Figure 1. Wiring by layer (run 1).
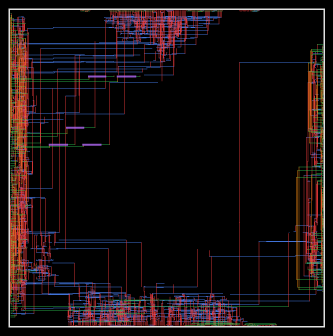
Figure 2. Signal wires on met2 (run 1).
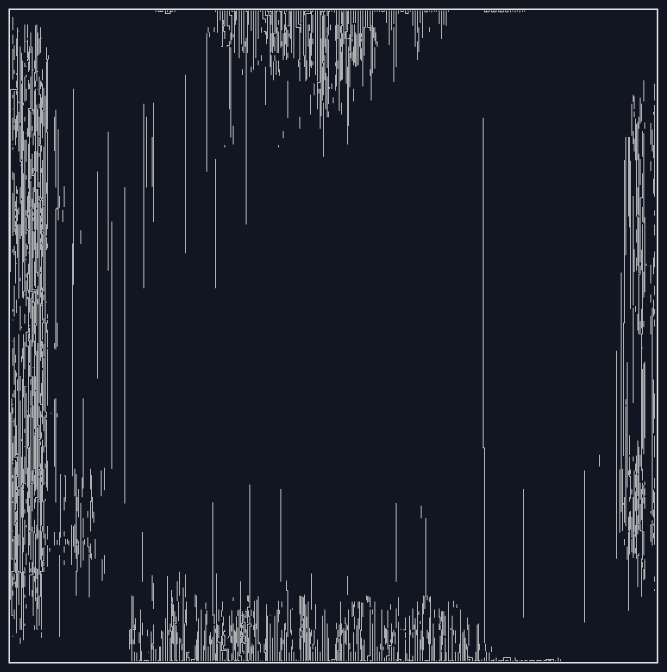
Figure 3. The metal 4 layer (run 1).
Cells faint in the background.
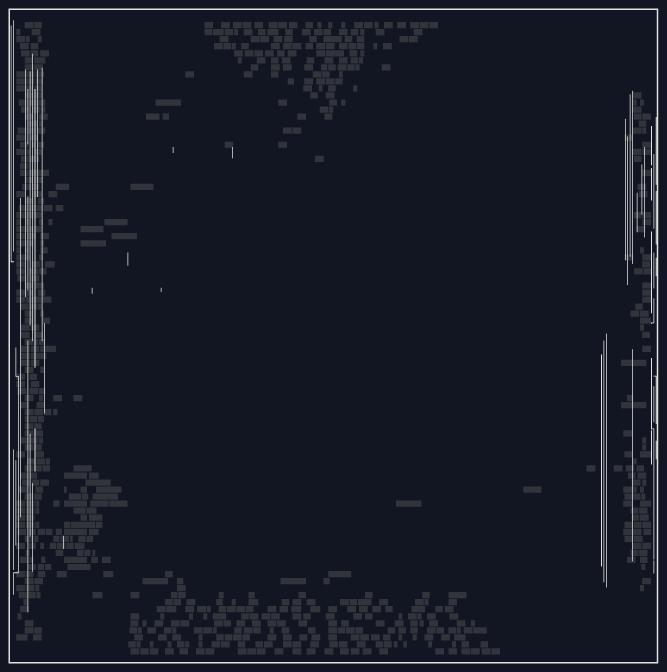
--- src/rtl/c2c_arbiter_pkg.sv ---
// rtl/c2c_arbiter_pkg.sv - shared types and constants for the c2c port arbiter
package c2c_arbiter_pkg;

    localparam int C2C_SEL_W = 8;
    localparam int AMO_OP_W  = 5;

    // State encoding doubles as the debug owner code.
    typedef enum logic [1:0] {
        ARB_IDLE  = 2'b00,
        ARB_GNT_A = 2'b01,
        ARB_GNT_B = 2'b10
    } arb_state_e;

    localparam logic [1:0] OWNER_NONE = 2'b00;
    localparam logic [1:0] OWNER_A    = 2'b01;
    localparam logic [1:0] OWNER_B    = 2'b10;

    localparam logic WIN_A = 1'b0;
    localparam logic WIN_B = 1'b1;

endpackage

--- src/rtl/c2c_arbiter_if.sv ---
// rtl/c2c_arbiter_if.sv - c2c_data request/response bus with master and slave views
interface c2c_data
    import c2c_arbiter_pkg::*;
#(
    parameter int XLEN = 64
);

    logic [XLEN-1:0]      addr;
    logic [XLEN-1:0]      data_w;
    logic [XLEN-1:0]      data_r;
    logic [C2C_SEL_W-1:0] sel;
    logic                 re;
    logic                 we;
    logic [AMO_OP_W-1:0]  amo_op;
    logic                 atomic;
    logic                 ack;

    modport master (
        output addr, data_w, sel, re, we, amo_op, atomic,
        input  data_r, ack
    );

    modport slave (
        input  addr, data_w, sel, re, we, amo_op, atomic,
        output data_r, ack
    );

endinterface

--- src/rtl/c2c_arbiter_rr_pick.sv ---
// rtl/c2c_arbiter_rr_pick.sv - combinational 2-way picker, round-robin or b-wins-ties
module rr_pick
    import c2c_arbiter_pkg::*;
(
    input  logic [1:0] req,
    input  logic       last_win,
    input  logic       rr_en,
    output logic       win
);

    // win is only meaningful while some req bit is set.
    always_comb begin
        win = WIN_A;
        unique case (req)
            2'b01:   win = WIN_A;
            2'b10:   win = WIN_B;
            2'b11:   win = rr_en ? ~last_win : WIN_B;
            default: win = WIN_A;
        endcase
    end

endmodule

--- src/rtl/c2c_arbiter.sv ---
// rtl/c2c_arbiter.sv - shares one c2c_data master port between fetch (a) and LSU (b)
module c2c_arbiter
    import c2c_arbiter_pkg::*;
#(
    parameter int ROUND_ROBIN = 1,
    parameter int XLEN        = 64
)(
    input  logic        clk,
    input  logic        rst_n,
    c2c_data.slave      req_a,
    c2c_data.slave      req_b,
    c2c_data.master     mem,
    output logic [1:0]  owner,
    output logic        arb_busy
);

    localparam logic [XLEN-1:0] ZERO_W = '0;

    arb_state_e state_q, state_d;
    logic       last_win_q, last_win_d;
    logic       a_req, b_req;
    logic       grant_a, grant_b;
    logic       pick_win;

    assign a_req   = req_a.re | req_a.we;
    assign b_req   = req_b.re | req_b.we;
    assign grant_a = (state_q == ARB_GNT_A);
    assign grant_b = (state_q == ARB_GNT_B);

    rr_pick u_rr_pick (
        .req      ({b_req, a_req}),
        .last_win (last_win_q),
        .rr_en    (ROUND_ROBIN != 0),
        .win      (pick_win)
    );

    always_ff @(posedge clk or negedge rst_n) begin
        if (!rst_n) begin
            state_q    <= ARB_IDLE;
            last_win_q <= WIN_A;
        end else begin
            state_q    <= state_d;
            last_win_q <= last_win_d;
        end
    end

    // A requester dropping re/we without ack is a flush: release without
    // touching last_win so the aborted port keeps its fairness standing.
    always_comb begin
        state_d    = state_q;
        last_win_d = last_win_q;
        unique case (state_q)
            ARB_IDLE: begin
                if (a_req || b_req)
                    state_d = (pick_win == WIN_B) ? ARB_GNT_B : ARB_GNT_A;
            end
            ARB_GNT_A: begin
                if (mem.ack) begin
                    state_d    = ARB_IDLE;
                    last_win_d = WIN_A;
                end else if (!a_req) begin
                    state_d = ARB_IDLE;
                end
            end
            ARB_GNT_B: begin
                if (mem.ack) begin
                    state_d    = ARB_IDLE;
                    last_win_d = WIN_B;
                end else if (!b_req) begin
                    state_d = ARB_IDLE;
                end
            end
            default: state_d = ARB_IDLE;
        endcase
    end

    // Request fields pass straight through from the owner, so an abort or an
    // asynchronous reset drops mem.re/we without waiting for a clock edge.
    always_comb begin
        mem.addr   = ZERO_W;
        mem.data_w = ZERO_W;
        mem.sel    = '0;
        mem.re     = 1'b0;
        mem.we     = 1'b0;
        mem.amo_op = '0;
        mem.atomic = 1'b0;
        if (grant_a) begin
            mem.addr   = req_a.addr;
            mem.data_w = req_a.data_w;
            mem.sel    = req_a.sel;
            mem.re     = req_a.re;
            mem.we     = req_a.we;
            mem.amo_op = req_a.amo_op;
            mem.atomic = req_a.atomic;
        end else if (grant_b) begin
            mem.addr   = req_b.addr;
            mem.data_w = req_b.data_w;
            mem.sel    = req_b.sel;
            mem.re     = req_b.re;
            mem.we     = req_b.we;
            mem.amo_op = req_b.amo_op;
            mem.atomic = req_b.atomic;
        end
    end

    assign req_a.data_r = mem.data_r;
    assign req_b.data_r = mem.data_r;
    assign req_a.ack    = grant_a & mem.ack;
    assign req_b.ack    = grant_b & mem.ack;

    assign owner    = state_q;
    assign arb_busy = (state_q != ARB_IDLE);

endmodule

--- src/flat_wrapper.sv ---
// flat-port wrapper written by rule: the top's interface ports become plain ports
module c2c_arbiter_flat import c2c_arbiter_pkg::*;
#(
    parameter int ROUND_ROBIN = 1,
    parameter int XLEN        = 64
)
  (clk, rst_n, owner, arb_busy, req_a_addr, req_a_data_w, req_a_sel, req_a_re, req_a_we, req_a_amo_op, req_a_atomic, req_a_data_r, req_a_ack, req_b_addr, req_b_data_w, req_b_sel, req_b_re, req_b_we, req_b_amo_op, req_b_atomic, req_b_data_r, req_b_ack, mem_addr, mem_data_w, mem_sel, mem_re, mem_we, mem_amo_op, mem_atomic, mem_data_r, mem_ack);
  c2c_data #(.XLEN(XLEN)) req_a_i ();
  c2c_data #(.XLEN(XLEN)) req_b_i ();
  c2c_data #(.XLEN(XLEN)) mem_i ();
  input  logic clk;
  input  logic rst_n;
  output logic [1:0] owner;
  output logic arb_busy;
  input wire logic [$bits(req_a_i.addr)-1:0] req_a_addr;
  input wire logic [$bits(req_a_i.data_w)-1:0] req_a_data_w;
  input wire logic [$bits(req_a_i.sel)-1:0] req_a_sel;
  input wire logic [$bits(req_a_i.re)-1:0] req_a_re;
  input wire logic [$bits(req_a_i.we)-1:0] req_a_we;
  input wire logic [$bits(req_a_i.amo_op)-1:0] req_a_amo_op;
  input wire logic [$bits(req_a_i.atomic)-1:0] req_a_atomic;
  output wire logic [$bits(req_a_i.data_r)-1:0] req_a_data_r;
  output wire logic [$bits(req_a_i.ack)-1:0] req_a_ack;
  input wire logic [$bits(req_b_i.addr)-1:0] req_b_addr;
  input wire logic [$bits(req_b_i.data_w)-1:0] req_b_data_w;
  input wire logic [$bits(req_b_i.sel)-1:0] req_b_sel;
  input wire logic [$bits(req_b_i.re)-1:0] req_b_re;
  input wire logic [$bits(req_b_i.we)-1:0] req_b_we;
  input wire logic [$bits(req_b_i.amo_op)-1:0] req_b_amo_op;
  input wire logic [$bits(req_b_i.atomic)-1:0] req_b_atomic;
  output wire logic [$bits(req_b_i.data_r)-1:0] req_b_data_r;
  output wire logic [$bits(req_b_i.ack)-1:0] req_b_ack;
  output wire logic [$bits(mem_i.addr)-1:0] mem_addr;
  output wire logic [$bits(mem_i.data_w)-1:0] mem_data_w;
  output wire logic [$bits(mem_i.sel)-1:0] mem_sel;
  output wire logic [$bits(mem_i.re)-1:0] mem_re;
  output wire logic [$bits(mem_i.we)-1:0] mem_we;
  output wire logic [$bits(mem_i.amo_op)-1:0] mem_amo_op;
  output wire logic [$bits(mem_i.atomic)-1:0] mem_atomic;
  input wire logic [$bits(mem_i.data_r)-1:0] mem_data_r;
  input wire logic [$bits(mem_i.ack)-1:0] mem_ack;
  assign req_a_i.addr = req_a_addr;
  assign req_a_i.data_w = req_a_data_w;
  assign req_a_i.sel = req_a_sel;
  assign req_a_i.re = req_a_re;
  assign req_a_i.we = req_a_we;
  assign req_a_i.amo_op = req_a_amo_op;
  assign req_a_i.atomic = req_a_atomic;
  assign req_a_data_r = req_a_i.data_r;
  assign req_a_ack = req_a_i.ack;
  assign req_b_i.addr = req_b_addr;
  assign req_b_i.data_w = req_b_data_w;
  assign req_b_i.sel = req_b_sel;
  assign req_b_i.re = req_b_re;
  assign req_b_i.we = req_b_we;
  assign req_b_i.amo_op = req_b_amo_op;
  assign req_b_i.atomic = req_b_atomic;
  assign req_b_data_r = req_b_i.data_r;
  assign req_b_ack = req_b_i.ack;
  assign mem_addr = mem_i.addr;
  assign mem_data_w = mem_i.data_w;
  assign mem_sel = mem_i.sel;
  assign mem_re = mem_i.re;
  assign mem_we = mem_i.we;
  assign mem_amo_op = mem_i.amo_op;
  assign mem_atomic = mem_i.atomic;
  assign mem_i.data_r = mem_data_r;
  assign mem_i.ack = mem_ack;
  c2c_arbiter #(.ROUND_ROBIN(ROUND_ROBIN), .XLEN(XLEN)) u_core (.clk(clk), .rst_n(rst_n), .req_a(req_a_i), .req_b(req_b_i), .mem(mem_i), .owner(owner), .arb_busy(arb_busy));
endmodule
--- config.mk ---
export PLATFORM = sky130hd
export DESIGN_NAME = c2c_arbiter_flat
export DESIGN_NICKNAME = d
export VERILOG_FILES = /design/src/rtl/c2c_arbiter_pkg.sv /design/src/rtl/c2c_arbiter_if.sv /design/src/rtl/c2c_arbiter_rr_pick.sv /design/src/rtl/c2c_arbiter.sv /design/src/flat_wrapper.sv
export SDC_FILE = /design/constraint.sdc
export NUM_CORES = 1
export LEC_CHECK = 0
export ABC_CLOCK_PERIOD_IN_PS = 1610
export CORE_AREA = 2 2 248 250
export CTS_BUF_LIST = sky130_fd_sc_hd__clkbuf_16
export DETAILED_ROUTE_END_ITERATION = 10
export DIE_AREA = 0 0 250 252
export SYNTH_ARGS = -nofsm -noshare
export SYNTH_HDL_FRONTEND = slang
export SYNTH_SLANG_ARGS = --single-unit
--- constraint.sdc ---
create_clock -name clk -period 1.61 [get_ports clk]
set_clock_uncertainty 0.2 [all_clocks]
set_input_delay 0.2415 -clock clk [delete_from_list [all_inputs] [get_ports clk]]
set_output_delay 0.2415 -clock clk [all_outputs]
set_load 0.005 [all_outputs]
==> results.ini, run 1 <==
[logic_synthesis]
avgSynthCellArea_um2 = 8.107
synth-seq-cells = 3
yosys_warnings = 0
netlist_top_cells_area = sky130_fd_sc_hd__a22o_1, sky130_fd_sc_hd__buf_4, sky130_fd_sc_hd__buf_2, sky130_fd_sc_hd__buf_6, sky130_fd_sc_hd__dfrtp_1
yosys.stat.seqShare_pct = 2.903
ys_cells = 319
floorplan.nets = 674
top_cell_area_share_pct = 49.10
synth_area_leader_cell = sky130_fd_sc_hd__a22o_1
synthesis.area_um2 = 2586
yosys.cell_types.count = 15
ys_chip_area_um2 = 2586
number_of_standard_cells_after_synthesis = 319

[cells_and_area]
layout-drive-gt1-share_pct = 26.38
area_growth_pct = 188.4
fin_util_pct = 12.40
nets = 1027
final_cell_area_um2 = 7458
nFillCells = 6970
tally_of_non_filler_cells_in_the_final_layout = 1458

[global_route]
wire_length_of_the_first_global_routing_pass_um = 31620
grt_max_degree = 37
vias_in_the_first_global_route = 4526
globalRoute.totalOverflow = 0
antenna_found_initial = 10

[timing]
max-slew-margin-rel_pct = 83.94
final-hold-violation-count = 0
timing.final.crit_share_pct = 146.3
grt_setup_unrepaired = true
hold_ws_ps = 22.25
setup_violations = 150
final_period_minus_worst_setup_slack_ps = 2355
timing_worst_slew_pin_value_ps = 240.1
slew_viol_final = 0
timing.final.ws_setup_ps = -745.4
finalSetupTns_ps = -68990
fmaxAchievable_mhz = 424.6

[placement]
globalplace.congestion = 0.8752
placedCellCount = 1407
pre_cts_slack_ps = -687.0
postPlaceCellArea_um2 = 7087
place.port_buffers = 439
detailed_place_hpwl_um = 18820

[worst_setup_path]
path_common_cell = sky130_fd_sc_hd__buf_4
worst-path-buf-inv = 5
crit_end = mem_addr[37]
cp-start-kind = flip-flop
reg2reg_slack_ps = 0
worst_r2r_startpoint = u_core.owner[1]$_DFFE_PN0P_
timing.critical_path.from = u_core.owner[0]$_DFFE_PN0P_
worst-endpoint-arrival_ps = 1910
cp_slowest_cell = sky130_fd_sc_hd__dfrtp_1
crit_path_max_fanout = 16
r2r.worst_path.cells = 6
criticalPathCategory = reg -> out
r2r_end = u_core.last_win_q$_DFFE_PN0P_
cp-end-kind = output pin
crit_path_max_incr_delay_ps = 410
timing.critical_path.required_ps = 1170
crit_family = buffers and inverters
crit_chain = nor2b_4 -> buf_12 -> buf_16 -> buf_4 -> buf_4 -> a22o_1 -> dlygate4sd2_1
critical_path_depth = 7

[clock_network]
clk_pin_slew_worst_paths_ps = 30
tritoncts.num_buffers = 3
h-tree-depth = 1
cts-root-buf = sky130_fd_sc_hd__clkbuf_16
cts.sink_count = 3
post_cts.repair.setup_buffers = 9
cts-root-to-sink-buffers = 2
clock.latency.late_pin_ps = 220
tritoncts_clock_tree = built
post_cts_resize_count = 172
cts_hold_buffers = 0

[power_and_ir_drop]
report.power.total_w = 0.01003
peakVddDrop_mv = 0.6491
total_leakage_power_nw = 3.109
power-per-cell-area_nw_per_um2 = 1345

[detailed_routing]
drt_first_iter_violations = 176
routed-wl-met2_um = 12900
routed_wl_um = 26350
wire_per_inst_um = 18.07
postRouteAntennaNets = 0
route.detailed.drc = 0
drtPass1Iterations = 5
wl_met3_um = 2520
vias_per_cell = 2.860
met1Wirelength_um = 8554
highest_routing_layer_actually_used = met5

[floorplanning]
ios = 632
vertical_die_dimension_um = 252
std_cell_core_area_um2 = 60130
die-area_um2 = 63000
die.size.x_um = 250
fp_util_pct = 4.301
rows = 90

[status]
violations = negative setup slack
status = complete, but fails checks

[run]
drv_cap = 0
openroad.warnings = 29

[hold_path]
hp-class = in -> async

Notes on Figure 1 above:
red -> metal 2  # wire length 12900 µm
blue -> metal 1  # wire length 8550 µm
green -> metal 3  # wire length 2520 µm
orange -> metal 4  # wire length 2310 µm
purple -> metal 5  # wire length 67.2 µm
GR Util All Layers: 6.953%
total via count after detailed routing: 4170

Notes on Figure 2 above:
wire length on this layer = 12900 µm
nets with wire on the layer = 909
longest straight run = 128 µm
main direction = vertical

Notes on Figure 3 above:
nets with wire on the layer = 45
wire length on this layer = 2310 µm
share of all routed wire = 8.8%
main direction = vertical

[run 1: power by group]
part	internal (W)	leakage (nW)	switching [W]	total [W]
combinational	0.00551	3.03	0.00397	0.00948
clock	0.000320	0.0423	0.0000680	0.000388
sequential	0.000117	0.0355	0.0000474	0.000164
total	0.00595	3.11	0.00408	0.0100
[run 1: final cells by class]
cell class	count	area (µm²)	area share (%)
timing repair buffer	508	4922	66.00
multi-input combinational	155	1386	18.59
tap	782	978.4	13.12
sequential	3	76.32	1.023
clock buffer	3	75.07	1.007
antenna	5	12.51	0.1678
clock inverter	1	3.754	0.05033
inverter	1	3.754	0.05033
[run 1: synthesized netlist by cell type, drive strengths merged]
master and instances:
a221oi 1, or2 1, o21ba 1, nand3b 1
dfrtp 3, nor2b 2, o21bai 1, nand2 1
o211a 1, a22o 145, inv 1, buf 160
and2 1
[run 1: layout by cell type (no fill, tap or decap)]
cell type and count:
sky130_fd_sc_hd__buf_12 7, sky130_fd_sc_hd__nand3b_1 1, sky130_fd_sc_hd__nor2b_4 2, sky130_fd_sc_hd__a22o_1 142, sky130_fd_sc_hd__dlymetal6s2s_1 9, sky130_fd_sc_hd__buf_4 29, sky130_fd_sc_hd__inv_1 2, sky130_fd_sc_hd__a221oi_1 1
sky130_fd_sc_hd__dlygate4sd2_1 4, sky130_fd_sc_hd__and2_1 1, sky130_fd_sc_hd__buf_6 12, sky130_fd_sc_hd__buf_8 7, sky130_fd_sc_hd__clkbuf_16 7, sky130_fd_sc_hd__nand2_1 1, sky130_fd_sc_hd__or2_4 1, sky130_fd_sc_hd__diode_2 5
sky130_fd_sc_hd__dfrtp_2 1, sky130_fd_sc_hd__o211a_1 1, sky130_fd_sc_hd__o21ba_2 1, sky130_fd_sc_hd__o21bai_1 1, sky130_fd_sc_hd__clkdlybuf4s50_1 316, sky130_fd_sc_hd__a22o_4 3, sky130_fd_sc_hd__buf_16 11, sky130_fd_sc_hd__dfrtp_1 2
sky130_fd_sc_hd__buf_2 50, sky130_fd_sc_hd__clkdlybuf4s15_1 13, sky130_fd_sc_hd__clkbuf_2 46
[run 1: logic make-up after synthesis]
kind of cell / synth area share [%]
DFF: 2.903
and+or+nand+nor: 1.403
AOI/OAI and AO/OA: 50.51
buffers and inverters: 45.19
[run 1: how the worst min path moves through the flow]
stage	startpoint	end	slack [ps]	cells past startpoint
2_1_floorplan	rst_n	u_core.last_win_q$_DFFE_PN0P_	-250	0
3_3_place_gp	rst_n	u_core.last_win_q$_DFFE_PN0P_	240	1
3_5_place_dp	rst_n	u_core.last_win_q$_DFFE_PN0P_	250	1
4_1_cts	rst_n	u_core.last_win_q$_DFFE_PN0P_	20	1
5_1_grt	rst_n	u_core.owner[0]$_DFFE_PN0P_	30	1
6_report	rst_n	u_core.last_win_q$_DFFE_PN0P_	20	1
[run 1: routing by layer]
| metal | GRT usage [%] | up-vias |
|---|---|---|
| met1 | 6.571 | 1906 |
| met5 | 0 | - |
| met3 | 2.146 | 110 |
| li1 | - | 1815 |
| met2 | 12.32 | 329 |
| met4 | 5.971 | 10 |
[run 1: state kept, by name, summed over array words and instances, names as in the netlist]
signal,cells
u_core.owner,2
u_core.last_win_q,1
Figure 4. Local utilization (run 1).
25 x 25 tiles, from white (low) to dark blue (high), 0 to 100% covered.
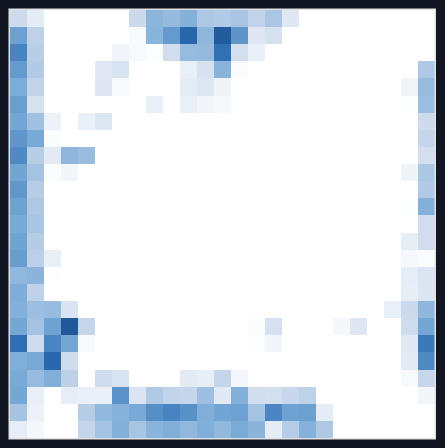

==> run 2: changes to the inputs <==
MAX_ROUTING_LAYER = met4   (was unset)
Figure 5. Local utilization (run 2).
25 x 25 tiles, from white (low) to dark blue (high), 0 to 100% covered.
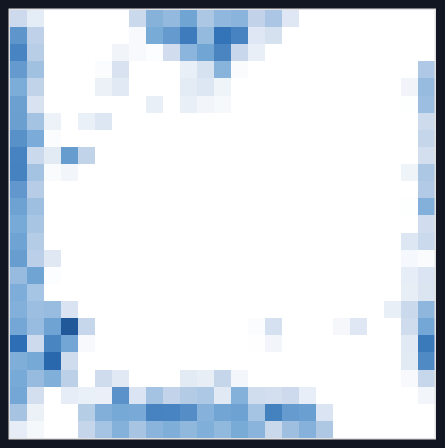
mean over tiles = 11%
densest ninth of the die = south-west
tiles over 75% full = 0.30%
nearly empty tiles = 68%
final core utilization: 12.62%
Std-Cell Core Area: 60130 µm²

Figure 6. Signal wires on met2 (run 2).
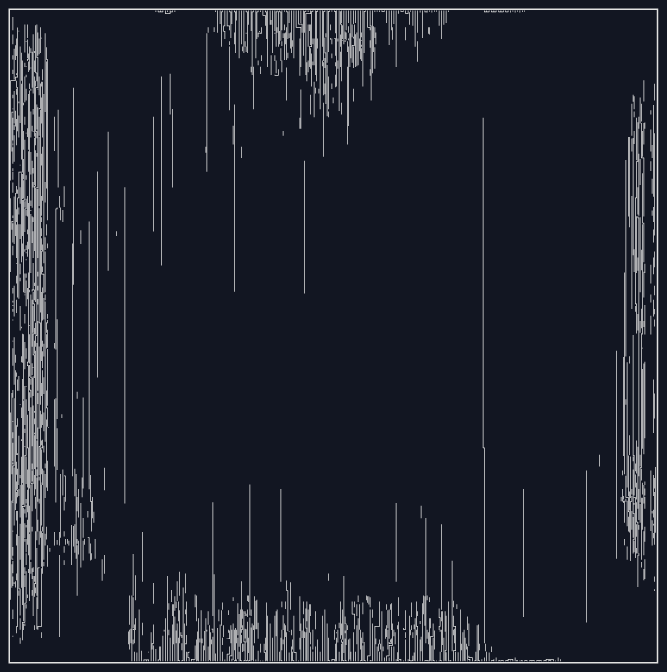
nets with wire on the layer = 909
wire length on this layer = 12700 µm
DRT Wirelength: 26210 µm
total via count after detailed routing: 4153
global-route met2 utilization: 12.33%

Figure 7. Wiring by layer (run 2).
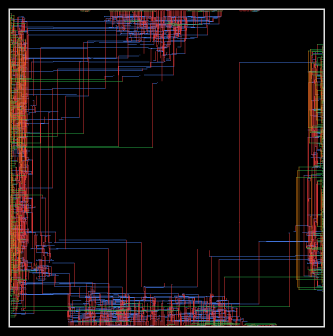
red -> metal 2  # wire length 12700 µm
orange -> metal 4  # wire length 2320 µm
blue -> metal 1  # wire length 8460 µm
green -> metal 3  # wire length 2700 µm

==> run 2 against run 1 <==
Compared with the run above:
- the run still ends with negative setup slack left
- sequential share of layout area about the same
- worst setup slack worse by 5.7 ps
- utilization is 0.22 points higher
- wire length down 0.54%
- die area did not move
- synthesized area is the same
- critical endpoint is now mem_sel[4]
==> results.ini, run 2 <==
[detailed_routing]
postRouteAntennaNets = 0  ; unchanged
vias_per_cell = 2.843  ; -0.61%
drtPass1Iterations = 4  ; -1
drt_first_iter_violations = 152  ; -14%
wire_per_inst_um = 17.94  ; -0.75%
route.detailed.drc = 0  ; unchanged

[timing]
slew_viol_final = 0  ; unchanged
finalSetupTns_ps = -79160  ; -10170 ps
timing.final.crit_share_pct = 146.7  ; +0.35 points
fmaxAchievable_mhz = 423.5  ; -0.24%
timing.final.ws_setup_ps = -751.1  ; -5.684 ps
final-hold-violation-count = 0  ; unchanged
setup_violations = 148  ; -1.3%
timing_worst_slew_pin_value_ps = 248.0  ; +7.897 ps
max-slew-margin-rel_pct = 83.41  ; -0.53 points
final_period_minus_worst_setup_slack_ps = 2361  ; +5.684 ps
grt_setup_unrepaired = true

[power_and_ir_drop]
power.switching_fraction_pct = 39.46  ; -1.2 points
internal-power_w = 0.006226  ; +4.6%
peakVddDrop_mv = 0.6891  ; +6.2%
net_switching_component_of_the_power_w = 0.004058  ; -0.57%
share_comb_of_total_power_pct = 94.6  ; about the same
power-per-cell-area_nw_per_um2 = 1355  ; +0.72%
share_seq_of_total_power_pct = 1.6  ; about the same
report.power.total_w = 0.01028  ; +2.5%
total_leakage_power_nw = 3.066  ; -1.4%
pwr-share-clk_pct = 3.8  ; about the same

[logic_synthesis]
synthTopCellsByCount = sky130_fd_sc_hd__a22o_1, sky130_fd_sc_hd__buf_4, sky130_fd_sc_hd__buf_2
yosys-mux-area-fraction_pct = 0  ; unchanged
yosys.stat.seqShare_pct = 2.903  ; unchanged
ys_async_sr_fraction_pct = 100.0  ; unchanged
postSynth.topFlopCell = sky130_fd_sc_hd__dfrtp_1
ys_cells = 319  ; unchanged
xor_xnor_area_share_pct = 0  ; unchanged
yosys_warnings = 0  ; unchanged
synth_compound_gate_area_share_pct = 50.51  ; unchanged
avgSynthCellArea_um2 = 8.107  ; unchanged
ys_chip_area_um2 = 2586  ; unchanged
number_of_standard_cells_after_synthesis = 319  ; unchanged
netlist_top_cells_area = sky130_fd_sc_hd__a22o_1, sky130_fd_sc_hd__buf_4, sky130_fd_sc_hd__buf_2, sky130_fd_sc_hd__buf_6, sky130_fd_sc_hd__dfrtp_1
ys_sh_simple_pct = 1.403  ; unchanged
synthesis.area_um2 = 2586  ; unchanged
top_cell_area_share_pct = 49.10  ; unchanged
synth_top_cell_by_count = sky130_fd_sc_hd__a22o_1
synth_area_leader_cell = sky130_fd_sc_hd__a22o_1
enable_flop_cells = 0  ; unchanged
floorplan.nets = 674  ; unchanged
synth-seq-cells = 3  ; unchanged
netlist_logic_family_top = AND-OR/OR-AND gates
synth.cellmix.adderShare_pct = 0  ; unchanged
yosys.cell_types.count = 15  ; unchanged

[global_route]
grt_max_degree = 37  ; unchanged
vias_in_the_first_global_route = 4533  ; +0.15%
wire_length_of_the_first_global_routing_pass_um = 31580  ; -0.13%
globalRoute.totalOverflow = 0  ; unchanged
grt_use_total_pct = 7.154  ; +0.20 points
antenna_found_initial = 10  ; unchanged

[worst_setup_path]
cp_slowest_cell = sky130_fd_sc_hd__clkdlybuf4s50_1
crit_path_max_fanout = 6  ; -10
cp-end-kind = output pin
crit_path_max_incr_delay_ps = 450  ; +40 ps
critical_path_depth = 7  ; unchanged
timing.critical_path.required_ps = 1170  ; about the same
crit_family = buffers and inverters
crit_chain = nor2b_4 -> buf_6 -> buf_6 -> buf_16 -> buf_6 -> a22o_1 -> clkdlybuf4s50_1
cp-start-kind = flip-flop
path_common_cell = sky130_fd_sc_hd__buf_6
r2r.worst_path.cells = 6  ; unchanged
worst-path-buf-inv = 5  ; unchanged
timing.critical_path.from = u_core.owner[1]$_DFFE_PN0P_
worst_r2r_startpoint = u_core.owner[1]$_DFFE_PN0P_
criticalPathCategory = reg -> out
worst-endpoint-arrival_ps = 1920  ; about the same

[cells_and_area]
nFillCells = 6949  ; -0.30%
sequential_cell_area_um2 = 76.32  ; unchanged
layout-drive-gt1-share_pct = 22.12  ; -4.3 points
largest_reg_flops = 2  ; unchanged
area_growth_pct = 193.5
area_taken_by_multi_input_logic_gates_um2 = 1386  ; unchanged
nets = 1025  ; -0.19%
most_frequent_logic_cell_in_the_layout = sky130_fd_sc_hd__clkdlybuf4s50_1
mostFrequentLayoutCells = sky130_fd_sc_hd__clkdlybuf4s50_1, sky130_fd_sc_hd__a22o_1, sky130_fd_sc_hd__buf_2, sky130_fd_sc_hd__buf_4, sky130_fd_sc_hd__clkbuf_2

[clock_network]
h-tree-depth = 1  ; unchanged
tritoncts.num_buffers = 3  ; unchanged
cts.sink_count = 3  ; unchanged
clk_pin_slew_worst_paths_ps = 30  ; about the same
cts-root-buf = sky130_fd_sc_hd__clkbuf_16
cts-root-to-sink-buffers = 2  ; unchanged
tritoncts_clock_tree = built
clock.latency.late_pin_ps = 220  ; about the same

[floorplanning]
die.size.x_um = 250  ; unchanged
rows = 90  ; unchanged
ios = 632  ; unchanged
vertical_die_dimension_um = 252  ; unchanged
die-area_um2 = 63000  ; unchanged
fp_util_pct = 4.301  ; unchanged

[placement]
globalplace.congestion = 0.8896  ; +1.6%
detailed_place_hpwl_um = 18820  ; unchanged
place.port_buffers = 439  ; unchanged

[status]
violations = negative setup slack
status = complete, but fails checks

[hold_path]
hp-class = in -> async

[run]
drv_cap = 0  ; unchanged
openroad.warnings = 29  ; unchanged

run 2: area by class of cell:
class | instances | share of cell area, %
diodes | 10 | 0.3297
clock buffers | 3 | 0.9890
clock inverters | 1 | 0.04945
inverters | 1 | 0.04945
multi-input cells | 155 | 18.26
flip-flops and latches | 3 | 1.005
well taps | 782 | 12.89
repair buffers | 506 | 66.42
run 2: worst register-to-register path: cells and delay by family, from the launching register on:
| family | cells | cell delay, ps |
|---|---|---|
| buffers and inverters | 4 | 530 |
| flip-flops | 1 | 430 |
| AND-OR/OR-AND | 1 | 170 |
| AND/OR/NAND/NOR | 1 | 160 |
run 2: kinds of logic (layout without fill, tap and decap cells):
family	Yosys count	in the layout
AOI/OAI and AO/OA	149	149
and+or+nand+nor	6	6
buffers and inverters	161	511
other	0	10
DFF	3	3
run 2: routing by layer:
layer	vias up	part of all wire (%)	global-route usage [%]	wire length, µm
met5	-	0	-	0
met4	0	8.9	5.971	2323
met3	105	10	1.878	2695
met2	347	49	12.33	12730
met1	1883	32	6.721	8462
li1	1818	-	-	-
run 2: power groups by stage:
stage               Combinational, W  Clock, W  Sequential (W)
global route                  0.0103  0.000399        0.000169
floorplan                    0.00332         0        0.000153
global placement             0.00811         0        0.000165
finish                       0.00973  0.000388        0.000164
CTS                          0.00918  0.000395        0.000164
detailed placement           0.00815         0        0.000164
run 2: final timing paths:
kind / endpoint / slack, ps
min in group clk: req_b_data_r[42] / 280
worst min-delay path: u_core.last_win_q$_DFFE_PN0P_ / 20
worst min register to register: u_core.owner[1]$_DFFE_PN0P_ / 310
worst max register to register: u_core.last_win_q$_DFFE_PN0P_ / -10
max in group asynchronous: u_core.owner[1]$_DFFE_PN0P_ / 1010
worst max-delay path: mem_sel[4] / -750
run 2: metrics by stage:
step | hold slack [ps] | setup WS [ps] | std cells | cell area [µm²] | util (%)
floorplan | -254.1 | -3.102 | 319 | 2586 | -
global placement | 241.0 | -696.6 | 1407 | 7087 | 11.79
detailed placement | 252.9 | -687.0 | 1407 | 7087 | 11.79
CTS | 24.72 | -805.3 | 1428 | 7388 | 12.29
global route | 33.73 | -811.1 | 1461 | 7591 | 12.62
finish | 22.59 | -751.1 | 1461 | 7591 | 12.62
run 2: timing repair:
action	4_1_cts	5_1_grt
gates resized	172	131
buffers inserted	9	16
gates cloned	8	7
setup endpoints to repair	149	150
pin swaps	11	5
hold buffers	0	0
==> run 3: changes to the inputs <==
ABC_CLOCK_PERIOD_IN_PS = unset   (was 1610)
Figure 8. The metal 4 layer (run 3).
Cells faint in the background.
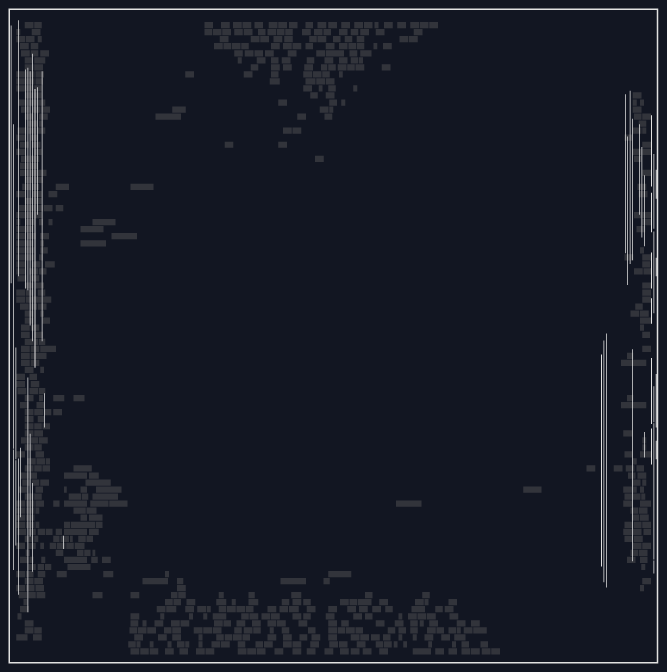
main direction = vertical
nets with wire on the layer = 41
longest straight run = 125 µm
share of all routed wire = 8.9%
wire length on this layer = 2320 µm

Figure 9. Signal wires on met2 (run 3).
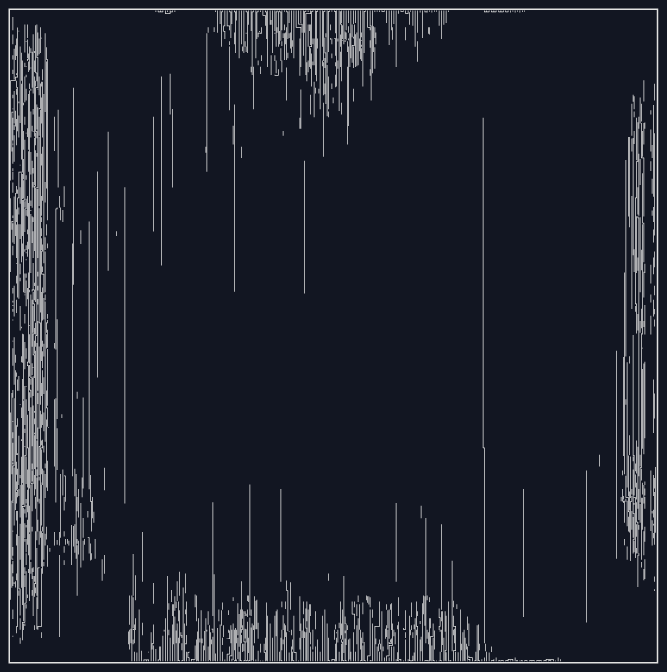
wire length on this layer = 12700 µm
longest straight run = 128 µm
nets with wire on the layer = 909
main direction = vertical

==> run 3 against run 2 <==
Compared with the run above:
- the flow still finishes with violations (negative setup slack)
- global-route usage unchanged
- first-iteration DRC count unchanged
- flip-flop count unchanged
- die area unchanged
- utilization unchanged
- synthesized cell count unchanged
- clock-buffer cell count unchanged
- critical endpoint unchanged
- largest power group unchanged
==> results.ini, run 3 <==
[timing]
final-hold-violation-count = 0  ; unchanged
slew_viol_final = 0  ; unchanged
fmaxAchievable_mhz = 423.5  ; unchanged
timing_worst_slew_pin_value_ps = 248.0  ; unchanged
setup_violations = 148  ; unchanged
timing.final.crit_share_pct = 146.7  ; unchanged
timing.final.ws_setup_ps = -751.1  ; unchanged
grt_setup_unrepaired = true
max-slew-margin-rel_pct = 83.41  ; unchanged
final_period_minus_worst_setup_slack_ps = 2361  ; unchanged

[global_route]
globalRoute.totalOverflow = 0  ; unchanged
antenna_found_initial = 10  ; unchanged
vias_in_the_first_global_route = 4533  ; unchanged
grt_max_degree = 37  ; unchanged
wire_length_of_the_first_global_routing_pass_um = 31580  ; unchanged

[placement]
postPlaceCellArea_um2 = 7087  ; unchanged
detailed_place_hpwl_um = 18820  ; unchanged
place.port_buffers = 439  ; unchanged
globalplace.congestion = 0.8896  ; unchanged
pre_cts_slack_ps = -687.0  ; unchanged

[cells_and_area]
layout-drive-gt1-share_pct = 22.12  ; unchanged
area_growth_pct = 193.5  ; unchanged
area_taken_by_multi_input_logic_gates_um2 = 1386  ; unchanged
sequential_cell_area_um2 = 76.32  ; unchanged
final_cell_area_um2 = 7591  ; unchanged
largest_reg_flops = 2  ; unchanged
nFillCells = 6949  ; unchanged
most_frequent_logic_cell_in_the_layout = sky130_fd_sc_hd__clkdlybuf4s50_1
mostFrequentLayoutCells = sky130_fd_sc_hd__clkdlybuf4s50_1, sky130_fd_sc_hd__a22o_1, sky130_fd_sc_hd__buf_2, sky130_fd_sc_hd__buf_4, sky130_fd_sc_hd__clkbuf_2
nets = 1025  ; unchanged

[worst_setup_path]
worst_r2r_startpoint = u_core.owner[1]$_DFFE_PN0P_
r2r.worst_path.cells = 6  ; unchanged
crit_path_max_fanout = 6  ; unchanged
reg2reg_slack_ps = -10  ; about the same
crit_family = buffers and inverters
r2r_end = u_core.last_win_q$_DFFE_PN0P_
cp-start-kind = flip-flop
worst-endpoint-arrival_ps = 1920  ; about the same
timing.critical_path.from = u_core.owner[1]$_DFFE_PN0P_
cp-end-kind = output pin
criticalPathCategory = reg -> out
timing.critical_path.required_ps = 1170  ; about the same
crit_chain = nor2b_4 -> buf_6 -> buf_6 -> buf_16 -> buf_6 -> a22o_1 -> clkdlybuf4s50_1
crit_path_max_incr_delay_ps = 450  ; about the same
path_common_cell = sky130_fd_sc_hd__buf_6
worst-path-buf-inv = 5  ; unchanged
cp_slowest_cell = sky130_fd_sc_hd__clkdlybuf4s50_1

[status]
status = complete, but fails checks
violations = negative setup slack

[logic_synthesis]
enable_flop_cells = 0  ; unchanged
synth_top_cell_by_count = sky130_fd_sc_hd__a22o_1
ys_chip_area_um2 = 2586  ; unchanged
top_cell_area_share_pct = 49.10  ; unchanged
synthesis.area_um2 = 2586  ; unchanged
avgSynthCellArea_um2 = 8.107  ; unchanged
ys_async_sr_fraction_pct = 100.0  ; unchanged
synth_area_leader_cell = sky130_fd_sc_hd__a22o_1
yosys.stat.seqShare_pct = 2.903  ; unchanged
number_of_standard_cells_after_synthesis = 319  ; unchanged
yosys.cell_types.count = 15  ; unchanged
synth-seq-cells = 3  ; unchanged
netlist_top_cells_area = sky130_fd_sc_hd__a22o_1, sky130_fd_sc_hd__buf_4, sky130_fd_sc_hd__buf_2, sky130_fd_sc_hd__buf_6, sky130_fd_sc_hd__dfrtp_1
synthTopCellsByCount = sky130_fd_sc_hd__a22o_1, sky130_fd_sc_hd__buf_4, sky130_fd_sc_hd__buf_2
ys_cells = 319  ; unchanged
postSynth.topFlopCell = sky130_fd_sc_hd__dfrtp_1
yosys_warnings = 0  ; unchanged
floorplan.nets = 674  ; unchanged

[clock_network]
clk_pin_slew_worst_paths_ps = 30  ; about the same
cts.sink_count = 3  ; unchanged
cts_hold_buffers = 0  ; unchanged
tritoncts_clock_tree = built
cts-root-to-sink-buffers = 2  ; unchanged
clock.latency.late_pin_ps = 220  ; about the same
cts-root-buf = sky130_fd_sc_hd__clkbuf_16
tritoncts.num_buffers = 3  ; unchanged
h-tree-depth = 1  ; unchanged

[floorplanning]
die.size.x_um = 250  ; unchanged
fp_util_pct = 4.301  ; unchanged
rows = 90  ; unchanged
vertical_die_dimension_um = 252  ; unchanged
std_cell_core_area_um2 = 60130  ; unchanged
ios = 632  ; unchanged
die-area_um2 = 63000  ; unchanged

[power_and_ir_drop]
power-per-cell-area_nw_per_um2 = 1355  ; unchanged
total_leakage_power_nw = 3.066  ; unchanged
peakVddDrop_mv = 0.6891  ; unchanged
report.power.total_w = 0.01028  ; unchanged

[detailed_routing]
drt_first_iter_violations = 152  ; unchanged
routed_wl_um = 26210  ; unchanged
routed-via-count = 4153  ; unchanged
route.detailed.drc = 0  ; unchanged
vias_per_cell = 2.843  ; unchanged
postRouteAntennaNets = 0  ; unchanged
drtPass1Iterations = 4  ; unchanged

[run]
drv_cap = 0  ; unchanged
openroad.warnings = 29  ; unchanged

[hold_path]
hp-class = in -> async

Figure 10. Wiring by layer (run 3).
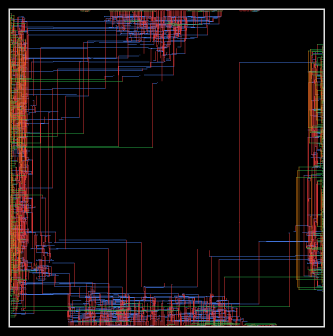
orange -> metal 4  # wire length 2320 µm
blue -> metal 1  # wire length 8460 µm
green -> metal 3  # wire length 2700 µm
red -> metal 2  # wire length 12700 µm
GR Util All Layers: 7.154%
detail-routed net length per standard cell: 17.94 µm

## run 3: cell counts after synthesis
Identical to the previous run, type by type.
## run 3: through the flow
stage          instances  util, %  hold slack (ps)  TNS (ps)
2_1_floorplan        319        -           -254.1    -186.1
3_3_place_gp        1407    11.79            241.0    -80330
3_5_place_dp        1407    11.79            252.9    -79490
4_1_cts             1428    12.29            24.72    -95210
5_1_grt             1461    12.62            33.73    -87500
6_report            1461    12.62            22.59    -79160
## run 3: area by class of cell
cell class | instances | area share [%]
clock buffer | 3 | 0.9890
antenna | 10 | 0.3297
clock inverter | 1 | 0.04945
inverter | 1 | 0.04945
timing repair buffer | 506 | 66.42
tap | 782 | 12.89
sequential | 3 | 1.005
multi-input combinational | 155 | 18.26
## run 3: how the worst max path moves through the flow
stage | slack (ps) | endpoint | cells past startpoint
6_report | -750 | mem_sel[4] | 7
5_1_grt | -810 | mem_amo_op[0] | 5
4_1_cts | -810 | mem_sel[4] | 5
3_5_place_dp | -690 | mem_data_w[52] | 4
3_3_place_gp | -700 | mem_data_w[52] | 4
2_1_floorplan | -3 | mem_addr[0] | 5
## run 3: logic make-up after synthesis
logic type,share of synthesized area (%)
AND-OR/OR-AND,50.51
buffers and inverters,45.19
flip-flops,2.903
AND/OR/NAND/NOR,1.403
## run 3: metal layers
layer | up-vias | routed length (µm) | global-route usage (%)
li1 | 1818 | - | -
met1 | 1883 | 8462 | 6.721
met2 | 347 | 12730 | 12.33
met3 | 105 | 2695 | 1.878
met4 | 0 | 2323 | 5.971
met5 | - | 0 | -
## run 3: what timing repair did
action | CTS | global route
endpoints found under the setup margin | 149 | 150
buffers inserted | 9 | 16
cloned | 8 | 7
pin swaps | 11 | 5
gates resized | 172 | 131
## run 3: power by group
group          internal (W)  switching [W]  leakage (nW)
sequential         0.000117      0.0000474        0.0355
combinational       0.00579        0.00394          2.99
clock              0.000320      0.0000682        0.0424
Power and IR drop assume default switching activity.
